Figure 1. Signal wires on met3 (run 1).
Scale: 4 px per um. Cells faint in the background.
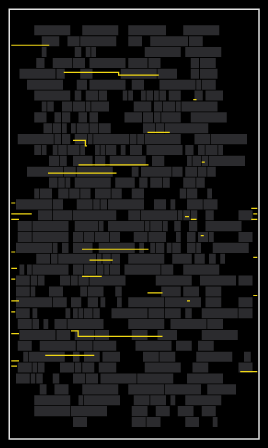
Figure 2. Clock wires, drivers and flops (run 1).
Scale: 6 px per um.
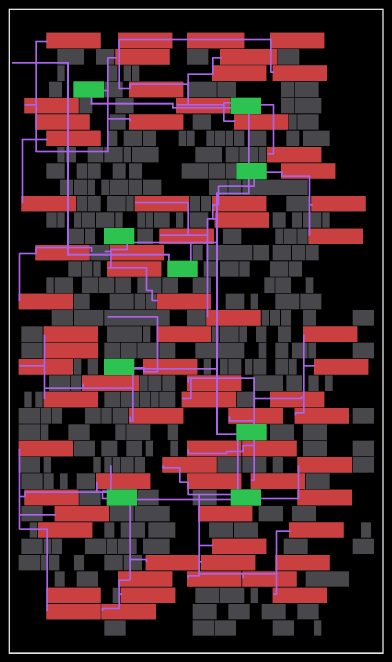
Figure 3. Port wiring (run 1).
Scale: 6 px per um.
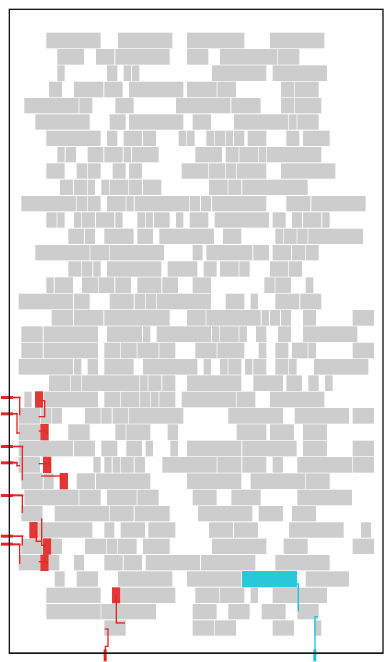
Figure 4. Placed cells, one colour a class (run 1).
Scale: 3 px per um.
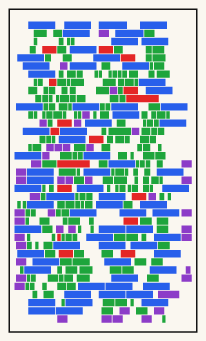
--- config.mk ---
export PLATFORM = sky130hd
export DESIGN_NAME = uart_param
export DESIGN_NICKNAME = d
export VERILOG_FILES = /design/src/rtl/uart_param.sv
export SDC_FILE = /design/constraint.sdc
export NUM_CORES = 1
export LEC_CHECK = 0
export CORE_ASPECT_RATIO = 1.75
export CORE_UTILIZATION = 52
export DETAILED_ROUTE_END_ITERATION = 7
export HOLD_SLACK_MARGIN = 0.08
export PLACE_DENSITY = 0.75
export SYNTH_ARGS = -nofsm -noshare
export SYNTH_HDL_FRONTEND = slang
export SYNTH_SLANG_ARGS = --single-unit
--- constraint.sdc ---
create_clock -name clk -period 2.2 [get_ports clk]
set_input_delay 0.44 -clock clk [delete_from_list [all_inputs] [get_ports clk]]
set_output_delay 0.44 -clock clk [all_outputs]
set_load 0.05 [all_outputs]
--- src/rtl/uart_param.sv ---
// rtl/uart_param.sv - parametrised full-duplex UART with oversampled RX
// TX and RX share only the clock and reset; each runs its own FSM and counters.
module uart_param #(
  parameter int CLK_HZ     = 100_000_000,
  parameter int BAUD       = 9600,
  parameter int OVERSAMPLE = 16,
  parameter int DATA_BITS  = 8,
  parameter int PARITY     = 0,
  parameter int STOP_BITS  = 1
) (
  input  logic                 clk,
  input  logic                 reset,
  input  logic                 start,
  input  logic [DATA_BITS-1:0] tx_data,
  output logic                 o_txd,
  output logic                 o_tx_busy,
  output logic                 o_tx_done,
  input  logic                 rx,
  output logic [DATA_BITS-1:0] o_rx_data,
  output logic                 o_rx_done,
  output logic                 o_rx_parity_err,
  output logic                 o_rx_frame_err
);

  localparam int   DIV      = CLK_HZ / (BAUD * OVERSAMPLE);
  localparam int   BIT_CYC  = DIV * OVERSAMPLE;
  localparam int   STOP_CYC = STOP_BITS * BIT_CYC;
  localparam int   TXC_W    = $clog2(STOP_CYC + 1);
  localparam int   DIV_W    = $clog2(DIV + 1);
  localparam int   OS_W     = $clog2(OVERSAMPLE);
  localparam int   BIT_W    = $clog2(DATA_BITS);
  localparam logic HAS_PAR  = (PARITY != 0);
  localparam logic ODD      = (PARITY == 2);

  if (DIV < 1 || DATA_BITS < 5 || DATA_BITS > 8 || PARITY < 0 || PARITY > 2 ||
      STOP_BITS < 1 || STOP_BITS > 2 || OVERSAMPLE < 4 || (OVERSAMPLE % 2) != 0) begin : g_param_check
    $error("uart_param: illegal parameterisation");
  end

  typedef enum logic [2:0] {TX_IDLE, TX_START, TX_DATA, TX_PARITY, TX_STOP} tx_state_e;
  typedef enum logic [2:0] {RX_IDLE, RX_START, RX_DATA, RX_PARITY, RX_STOP, RX_WAIT} rx_state_e;

  tx_state_e            tx_state_q, tx_state_d;
  logic [TXC_W-1:0]     tx_cnt_q, tx_cnt_d;
  logic [BIT_W-1:0]     tx_bit_q, tx_bit_d;
  logic [DATA_BITS-1:0] tx_shreg_q, tx_shreg_d;
  logic                 tx_par_q, tx_par_d;
  logic                 tx_txd_q, tx_txd_d;
  logic                 tx_busy_q, tx_busy_d;
  logic                 tx_done_q, tx_done_d;
  logic                 tx_accept;
  logic                 tx_bit_end;

  rx_state_e            rx_state_q, rx_state_d;
  logic                 rx_s1_q, rx_s1_d, rx_s2_q, rx_s2_d;
  logic [DIV_W-1:0]     div_cnt_q, div_cnt_d;
  logic [OS_W-1:0]      os_cnt_q, os_cnt_d;
  logic [BIT_W-1:0]     rx_bit_q, rx_bit_d;
  logic [DATA_BITS-1:0] rx_shreg_q, rx_shreg_d;
  logic                 rx_par_q, rx_par_d;
  logic [DATA_BITS-1:0] rx_data_q, rx_data_d;
  logic                 rx_done_q, rx_done_d;
  logic                 rx_perr_q, rx_perr_d;
  logic                 rx_ferr_q, rx_ferr_d;
  logic                 tick, os_end;

  always_comb begin
    tx_state_d = tx_state_q;
    tx_cnt_d   = tx_cnt_q + TXC_W'(1);
    tx_bit_d   = tx_bit_q;
    tx_shreg_d = tx_shreg_q;
    tx_par_d   = tx_par_q;
    tx_txd_d   = tx_txd_q;
    tx_busy_d  = tx_busy_q;
    tx_done_d  = 1'b0;
    tx_accept  = 1'b0;
    tx_bit_end = (tx_cnt_q == TXC_W'(BIT_CYC - 1));
    unique case (tx_state_q)
      TX_IDLE: begin
        tx_cnt_d  = '0;
        tx_accept = start;
      end
      TX_START: if (tx_bit_end) begin
        tx_cnt_d   = '0;
        tx_bit_d   = '0;
        tx_txd_d   = tx_shreg_q[0];
        tx_state_d = TX_DATA;
      end
      TX_DATA: if (tx_bit_end) begin
        tx_cnt_d   = '0;
        tx_shreg_d = tx_shreg_q >> 1;
        if (tx_bit_q == BIT_W'(DATA_BITS - 1)) begin
          tx_state_d = HAS_PAR ? TX_PARITY : TX_STOP;
          tx_txd_d   = HAS_PAR ? tx_par_q : 1'b1;
        end else begin
          tx_bit_d = tx_bit_q + BIT_W'(1);
          tx_txd_d = tx_shreg_q[1];
        end
      end
      TX_PARITY: if (tx_bit_end) begin
        tx_cnt_d   = '0;
        tx_txd_d   = 1'b1;
        tx_state_d = TX_STOP;
      end
      TX_STOP: if (tx_cnt_q == TXC_W'(STOP_CYC - 1)) begin
        tx_cnt_d   = '0;
        tx_done_d  = 1'b1;
        tx_busy_d  = 1'b0;
        tx_state_d = TX_IDLE;
        tx_accept  = start;
      end
      default: tx_state_d = TX_IDLE;
    endcase
    // A start on the last stop cycle chains the next frame with no idle gap.
    if (tx_accept) begin
      tx_state_d = TX_START;
      tx_cnt_d   = '0;
      tx_shreg_d = tx_data;
      tx_par_d   = (^tx_data) ^ ODD;
      tx_txd_d   = 1'b0;
      tx_busy_d  = 1'b1;
    end
  end

  always_comb begin
    rx_s1_d    = rx;
    rx_s2_d    = rx_s1_q;
    tick       = (div_cnt_q == DIV_W'(DIV - 1));
    div_cnt_d  = tick ? '0 : div_cnt_q + DIV_W'(1);
    os_end     = tick && (os_cnt_q == OS_W'(OVERSAMPLE - 1));
    os_cnt_d   = tick ? os_cnt_q + OS_W'(1) : os_cnt_q;
    rx_state_d = rx_state_q;
    rx_bit_d   = rx_bit_q;
    rx_shreg_d = rx_shreg_q;
    rx_par_d   = rx_par_q;
    rx_data_d  = rx_data_q;
    rx_perr_d  = rx_perr_q;
    rx_ferr_d  = rx_ferr_q;
    rx_done_d  = 1'b0;
    unique case (rx_state_q)
      RX_IDLE: if (!rx_s2_q) begin
        os_cnt_d   = '0;
        rx_state_d = RX_START;
      end
      RX_START: if (tick && os_cnt_q == OS_W'(OVERSAMPLE / 2 - 1)) begin
        os_cnt_d   = '0;
        rx_bit_d   = '0;
        rx_state_d = rx_s2_q ? RX_IDLE : RX_DATA;
      end
      RX_DATA: if (os_end) begin
        os_cnt_d   = '0;
        rx_shreg_d = {rx_s2_q, rx_shreg_q[DATA_BITS-1:1]};
        if (rx_bit_q == BIT_W'(DATA_BITS - 1)) rx_state_d = HAS_PAR ? RX_PARITY : RX_STOP;
        else rx_bit_d = rx_bit_q + BIT_W'(1);
      end
      RX_PARITY: if (os_end) begin
        os_cnt_d   = '0;
        rx_par_d   = rx_s2_q;
        rx_state_d = RX_STOP;
      end
      RX_STOP: if (os_end) begin
        os_cnt_d   = '0;
        rx_data_d  = rx_shreg_q;
        rx_perr_d  = HAS_PAR && ((^rx_shreg_q) ^ ODD ^ rx_par_q);
        rx_ferr_d  = !rx_s2_q;
        rx_done_d  = 1'b1;
        rx_state_d = rx_s2_q ? RX_IDLE : RX_WAIT;
      end
      // After a broken stop bit the line must go high before a new start is armed.
      RX_WAIT: if (rx_s2_q) rx_state_d = RX_IDLE;
      default: rx_state_d = RX_IDLE;
    endcase
  end

  always_ff @(posedge clk or negedge reset) begin
    if (!reset) begin
      tx_state_q <= TX_IDLE;
      tx_cnt_q   <= '0;
      tx_bit_q   <= '0;
      tx_shreg_q <= '0;
      tx_par_q   <= 1'b0;
      tx_txd_q   <= 1'b1;
      tx_busy_q  <= 1'b0;
      tx_done_q  <= 1'b0;
      rx_state_q <= RX_IDLE;
      rx_s1_q    <= 1'b1;
      rx_s2_q    <= 1'b1;
      div_cnt_q  <= '0;
      os_cnt_q   <= '0;
      rx_bit_q   <= '0;
      rx_shreg_q <= '0;
      rx_par_q   <= 1'b0;
      rx_data_q  <= '0;
      rx_done_q  <= 1'b0;
      rx_perr_q  <= 1'b0;
      rx_ferr_q  <= 1'b0;
    end else begin
      tx_state_q <= tx_state_d;
      tx_cnt_q   <= tx_cnt_d;
      tx_bit_q   <= tx_bit_d;
      tx_shreg_q <= tx_shreg_d;
      tx_par_q   <= tx_par_d;
      tx_txd_q   <= tx_txd_d;
      tx_busy_q  <= tx_busy_d;
      tx_done_q  <= tx_done_d;
      rx_state_q <= rx_state_d;
      rx_s1_q    <= rx_s1_d;
      rx_s2_q    <= rx_s2_d;
      div_cnt_q  <= div_cnt_d;
      os_cnt_q   <= os_cnt_d;
      rx_bit_q   <= rx_bit_d;
      rx_shreg_q <= rx_shreg_d;
      rx_par_q   <= rx_par_d;
      rx_data_q  <= rx_data_d;
      rx_done_q  <= rx_done_d;
      rx_perr_q  <= rx_perr_d;
      rx_ferr_q  <= rx_ferr_d;
    end
  end

  assign o_txd           = tx_txd_q;
  assign o_tx_busy       = tx_busy_q;
  assign o_tx_done       = tx_done_q;
  assign o_rx_data       = rx_data_q;
  assign o_rx_done       = rx_done_q;
  assign o_rx_parity_err = rx_perr_q;
  assign o_rx_frame_err  = rx_ferr_q;

endmodule

==> tab_implementation.tex, run 1 <==
% Synthesis and place-and-route results
\begin{tabular}{lr}
\hline
Metric & Value \\
\hline
\multicolumn{2}{l}{\textbf{Floorplan}} \\
\quad Die Width & 62.0 um \\
\quad Tapcell count & 78 \\
\quad Core region area & 5970 sq um \\
\multicolumn{2}{l}{\textbf{Worst setup path}} \\
\quad Series of cell instances along the critical path & or4b\_4, or4\_4, or3\_4, nor3\_4, a22o\_1 \\
\quad Crit path kind & reg -> reg \\
\quad Worst Setup End Kind & register \\
\quad RR Endpoint & tx\_bit\_q[1] \\
\quad Depth of the critical timing path with buffers and inverters included & 5 \\
\quad Worst reg2reg startpoint & tx\_cnt\_q[9] \\
\quad Cell class contributing the biggest share of worst-path delay & simple AND/OR/NAND/NOR gates \\
\quad Endpoint required time on the critical path & 2.49 ns \\
\quad Reg-to-reg setup timing slack & 0.0005 ns \\
\quad Capturing instance or port of the critical path & tx\_bit\_q[1] \\
\quad Worst Setup SP & tx\_cnt\_q[9] \\
\quad CP startpoint kind & register \\
\quad Critical Path Max Stage Delay & 0.54 ns \\
\quad Slowest stage cell on the critical path & or4b\_4 \\
\quad Arrival time reported for the critical path endpoint & 2.49 ns \\
\multicolumn{2}{l}{\textbf{Logic synthesis}} \\
\quad Parity-gate share of the synthesized area counting xor and xnor cells & 5.87\% \\
\quad Most frequent cell after synthesis & dfrtp\_1 \\
\quad Mux contribution to synthesized area & 8.96\% \\
\quad Most frequently used flop master after synthesis & dfrtp\_1 \\
\quad Synth top area cells & dfrtp\_1, mux2\_2, nor2\_1 \\
\quad Number of synthesized register bits & 71 \\
\quad Share of the synthesized area in the top cell type & 51.9\% \\
\quad Number of enable flip-flop cells & 0 \\
\quad Post-synthesis area per instance & 11.2 sq um \\
\quad Synth Area in Compound Gates & 7.32\% \\
\quad Number of standard cells reported by yosys & 294 \\
\quad Dominant non-sequential cell family after synthesis & simple AND/OR/NAND/NOR gates \\
\quad Arithmetic-cell share of the synthesized area counting full adders, half adders and majority gates & 3.36\% \\
\quad YS chip area & 3280 sq um \\
\quad Share of synthesized area occupied by flip-flops and latches & 54.3\% \\
\quad Top cell types by occurrence after synthesis & dfrtp\_1, nor2\_1, mux2\_2 \\
\multicolumn{2}{l}{\textbf{Layout}} \\
\quad Most instantiated logic cells after routing & dfrtp\_1, nor2\_1, clkdlybuf4s50\_1 \\
\quad Non-clock inverter total of the final layout & 9 \\
\quad Non-clk buf share & 10.0\% \\
\quad Seq. cell area & 1780 sq um \\
\quad Fill count & 440 \\
\quad Largest reg by FF count & tx\_cnt\_q \\
\quad Top class by area & flip-flops and latches \\
\quad Summed area of non-filler cells in the final layout & 4000 sq um \\
\quad Sequential cell count & 71 \\
\quad Final cell count without fillers & 422 \\
\quad Most used logic cell in the final layout & dfrtp\_1 \\
\quad Multi-input gate count & 204 \\
\quad Biggest regs & tx\_cnt\_q: 14 flops, div\_cnt\_q: 10 flops \\
\quad Max FFs per register & 14 \\
\multicolumn{2}{l}{\textbf{Final timing}} \\
\quad Number of pins exceeding their max-slew limit in the final report & 0 \\
\quad Total negative slack for setup checks & 0 ns \\
\quad Setup WS post-layout & 0.000549 ns \\
\quad Crit path time final & 2.20 ns \\
\quad Worst-case hold slack & 0.358 ns \\
\quad Max-slew headroom at the worst pin & 65.9\% \\
\quad Upper clock frequency limit & 455 MHz \\
\multicolumn{2}{l}{\textbf{Detailed routing}} \\
\quad Number of DRC violations after detailed-routing iteration 0 & 85 \\
\quad Met3 wire length & 170 um \\
\quad Number of iterations in the first detailed-routing pass & 4 \\
\quad WL per Instance & 14.4 um \\
\quad Wire length on met1 & 2.38 mm \\
\quad Remaining number of nets flagged by the antenna check after routing & 0 \\
\multicolumn{2}{l}{\textbf{Clock network}} \\
\quad TritonCTS Buffers & 9 \\
\quad H-tree depth & 3 \\
\quad CTS tree & built \\
\quad Root buf cell & clkbuf\_8 \\
\quad Clock-pin slew on the worst setup and hold paths & 0.08 ns \\
\quad Sink count of the clock tree & 71 \\
\quad Hold buffers post-CTS & 1 \\
\multicolumn{2}{l}{\textbf{Global routing}} \\
\quad Global-route usage over all layers & 21.5\% \\
\quad Global routing met1 resource utilization & 24.0\% \\
\quad Via count of the first global-routing pass & 2436 \\
\quad Met2 Use GR & 36.2\% \\
\quad Busiest layer in global routing & met2 \\
\quad Antenna violations before repair & 0 \\
\multicolumn{2}{l}{\textbf{Pwr}} \\
\quad Combinational group power & 0.000253 W \\
\quad Internal power component & 0.00221 W \\
\quad Switching Fraction & 23.7\% \\
\quad Group drawing the most power & registers \\
\quad Net switching power of the design & 0.000687 W \\
\quad Power share of the sequential group & 50.4\% \\
\quad Power attributed to the clock group & 0.00119 W \\
\multicolumn{2}{l}{\textbf{Placed design}} \\
\quad Dpl ws & -0.0193 ns \\
\quad Total placed cells including tap cells & 404 \\
\quad GPL Wtd Cong & 0.825 \\
\multicolumn{2}{l}{\textbf{Job}} \\
\quad Count of tool warnings & 29 \\
\multicolumn{2}{l}{\textbf{Worst hold path}} \\
\quad Hold path depth & 0 \\
\multicolumn{2}{l}{\textbf{Outcome}} \\
\quad Status & finished, final reports clean \\
\hline
\end{tabular}
Notes on Figure 1 above:
longest straight run: 20.9 um
share of all routed wire: 2.8%
main direction: horizontal
nets with wire on the layer: 26

Notes on Figure 2 above:
[clock wires] purple | length: 835 um
[clock drivers] green | count: 9
[flip-flops] red | count: 71
flops lie: widely spread
routed clock nets: 10

Notes on Figure 3 above:
[tx_data] red | direction: input | end cells: 8 | wire: 61.2 um
[o_rx_done] cyan | direction: output | end cells: 1 | wire: 10.9 um

Notes on Figure 4 above:
[combinational and other logic] green | cells: 213 | share of their area: 38%
[remaining buffers and delay cells] purple | cells: 44 | share of their area: 10%
[clock drivers and dummy loads] red | cells: 16 | share of their area: 5.9%
[sequential cells] blue | cells: 71 | share of their area: 46%

==> run 2, diff against run 1 <==
==> constraint.sdc (replaced) <==
create_clock -name clk -period 2 [get_ports clk]
set_input_delay 0.4 -clock clk [delete_from_list [all_inputs] [get_ports clk]]
set_output_delay 0.4 -clock clk [all_outputs]
set_load 0.05 [all_outputs]
==> run 2 against run 1 <==
Net effect: the flow now finishes with violations (negative setup slack); cell count is 5.5% higher; critical endpoint is now tx_bit_q[0]; clock power is 7% higher; critical path type unchanged; highest routed layer unchanged; power is 12% higher.
==> tab_implementation.tex, run 2 <==
% Synthesis and place-and-route results
\begin{tabular}{lr}
\hline
Metric & Value \\
\hline
\multicolumn{2}{l}{\textbf{Detailed routing}} \\
\quad Number of DRC violations after detailed-routing iteration 0 & 108 \\
\quad Wire length on met1 & 2.48 mm \\
\quad Met3 wire length & 143 um \\
\multicolumn{2}{l}{\textbf{Worst setup path}} \\
\quad Series of cell instances along the critical path & or4b\_4, or4\_4, or3\_4, nor3\_4, mux2\_4 \\
\quad Cell class contributing the biggest share of worst-path delay & simple AND/OR/NAND/NOR gates \\
\quad Depth of the critical timing path with buffers and inverters included & 5 \\
\quad Reg-to-reg setup timing slack & -0.18 ns \\
\quad CP startpoint kind & register \\
\quad Capturing instance or port of the critical path & tx\_bit\_q[0] \\
\quad RR Endpoint & tx\_bit\_q[0] \\
\quad Worst Setup End Kind & register \\
\multicolumn{2}{l}{\textbf{Outcome}} \\
\quad Failing checks & negative setup slack \\
\quad Status & complete, but fails checks \\
\multicolumn{2}{l}{\textbf{Layout}} \\
\quad Fill count & 397 \\
\quad Largest reg by FF count & tx\_cnt\_q \\
\quad Most instantiated logic cells after routing & dfrtp\_1, buf\_4, nor2\_1 \\
\quad Sequential cell count & 71 \\
\quad Non-clock inverter total of the final layout & 9 \\
\quad Non-clk buf share & 14.6\% \\
\quad Most used logic cell in the final layout & dfrtp\_1 \\
\multicolumn{2}{l}{\textbf{Final timing}} \\
\quad Crit path time final & 2.18 ns \\
\quad Number of pins exceeding their max-slew limit in the final report & 0 \\
\quad Total negative slack for setup checks & -2.79 ns \\
\quad Setup WS post-layout & -0.181 ns \\
\quad Setup Viol. Count Final & 27 \\
\quad Worst-case hold slack & 0.371 ns \\
\quad Upper clock frequency limit & 458 MHz \\
\multicolumn{2}{l}{\textbf{Global routing}} \\
\quad Global routing met1 resource utilization & 24.3\% \\
\quad Met2 Use GR & 38.8\% \\
\quad Global-route usage over all layers & 22.6\% \\
\quad Busiest layer in global routing & met2 \\
\multicolumn{2}{l}{\textbf{Pwr}} \\
\quad Net switching power of the design & 0.000804 W \\
\quad Power share of the sequential group & 49.3\% \\
\quad Internal power component & 0.00243 W \\
\quad Power attributed to the clock group & 0.00127 W \\
\multicolumn{2}{l}{\textbf{Logic synthesis}} \\
\quad Parity-gate share of the synthesized area counting xor and xnor cells & 5.87\% \\
\quad Share of the synthesized area in the top cell type & 51.9\% \\
\quad YS chip area & 3280 sq um \\
\quad Post-synthesis area per instance & 11.2 sq um \\
\quad Arithmetic-cell share of the synthesized area counting full adders, half adders and majority gates & 3.36\% \\
\quad Number of enable flip-flop cells & 0 \\
\quad Share of synthesized area occupied by flip-flops and latches & 54.3\% \\
\quad Most frequent cell after synthesis & dfrtp\_1 \\
\multicolumn{2}{l}{\textbf{Placed design}} \\
\quad GPL Wtd Cong & 0.831 \\
\quad Total placed cells including tap cells & 420 \\
\quad Dpl ws & -0.220 ns \\
\multicolumn{2}{l}{\textbf{Floorplan}} \\
\quad Core region area & 5970 sq um \\
\multicolumn{2}{l}{\textbf{Clock network}} \\
\quad CTS tree & built \\
\quad TritonCTS Buffers & 9 \\
\hline
\end{tabular}
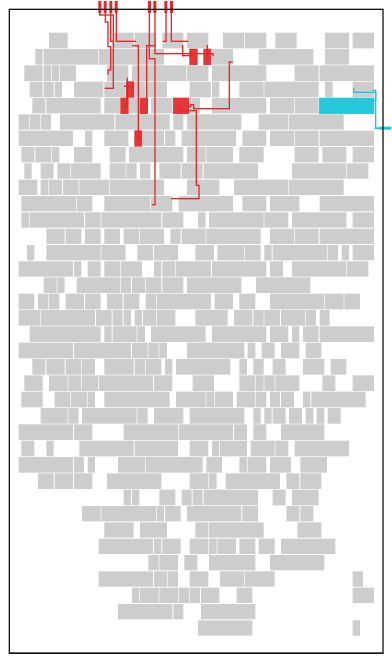
Figure 5: run 2, port wiring.
Scale: 6 px per um.
input/output buffers: 24
boundary pin count: 26

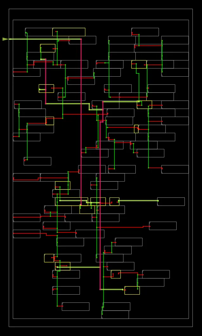
Figure 6: run 2, clock wiring as the flow saved it.
maximum clock skew at final layout: 0.00995 ns
# clk buffers: 10

No activity file was given, so power comes from the tool's default toggle rates.
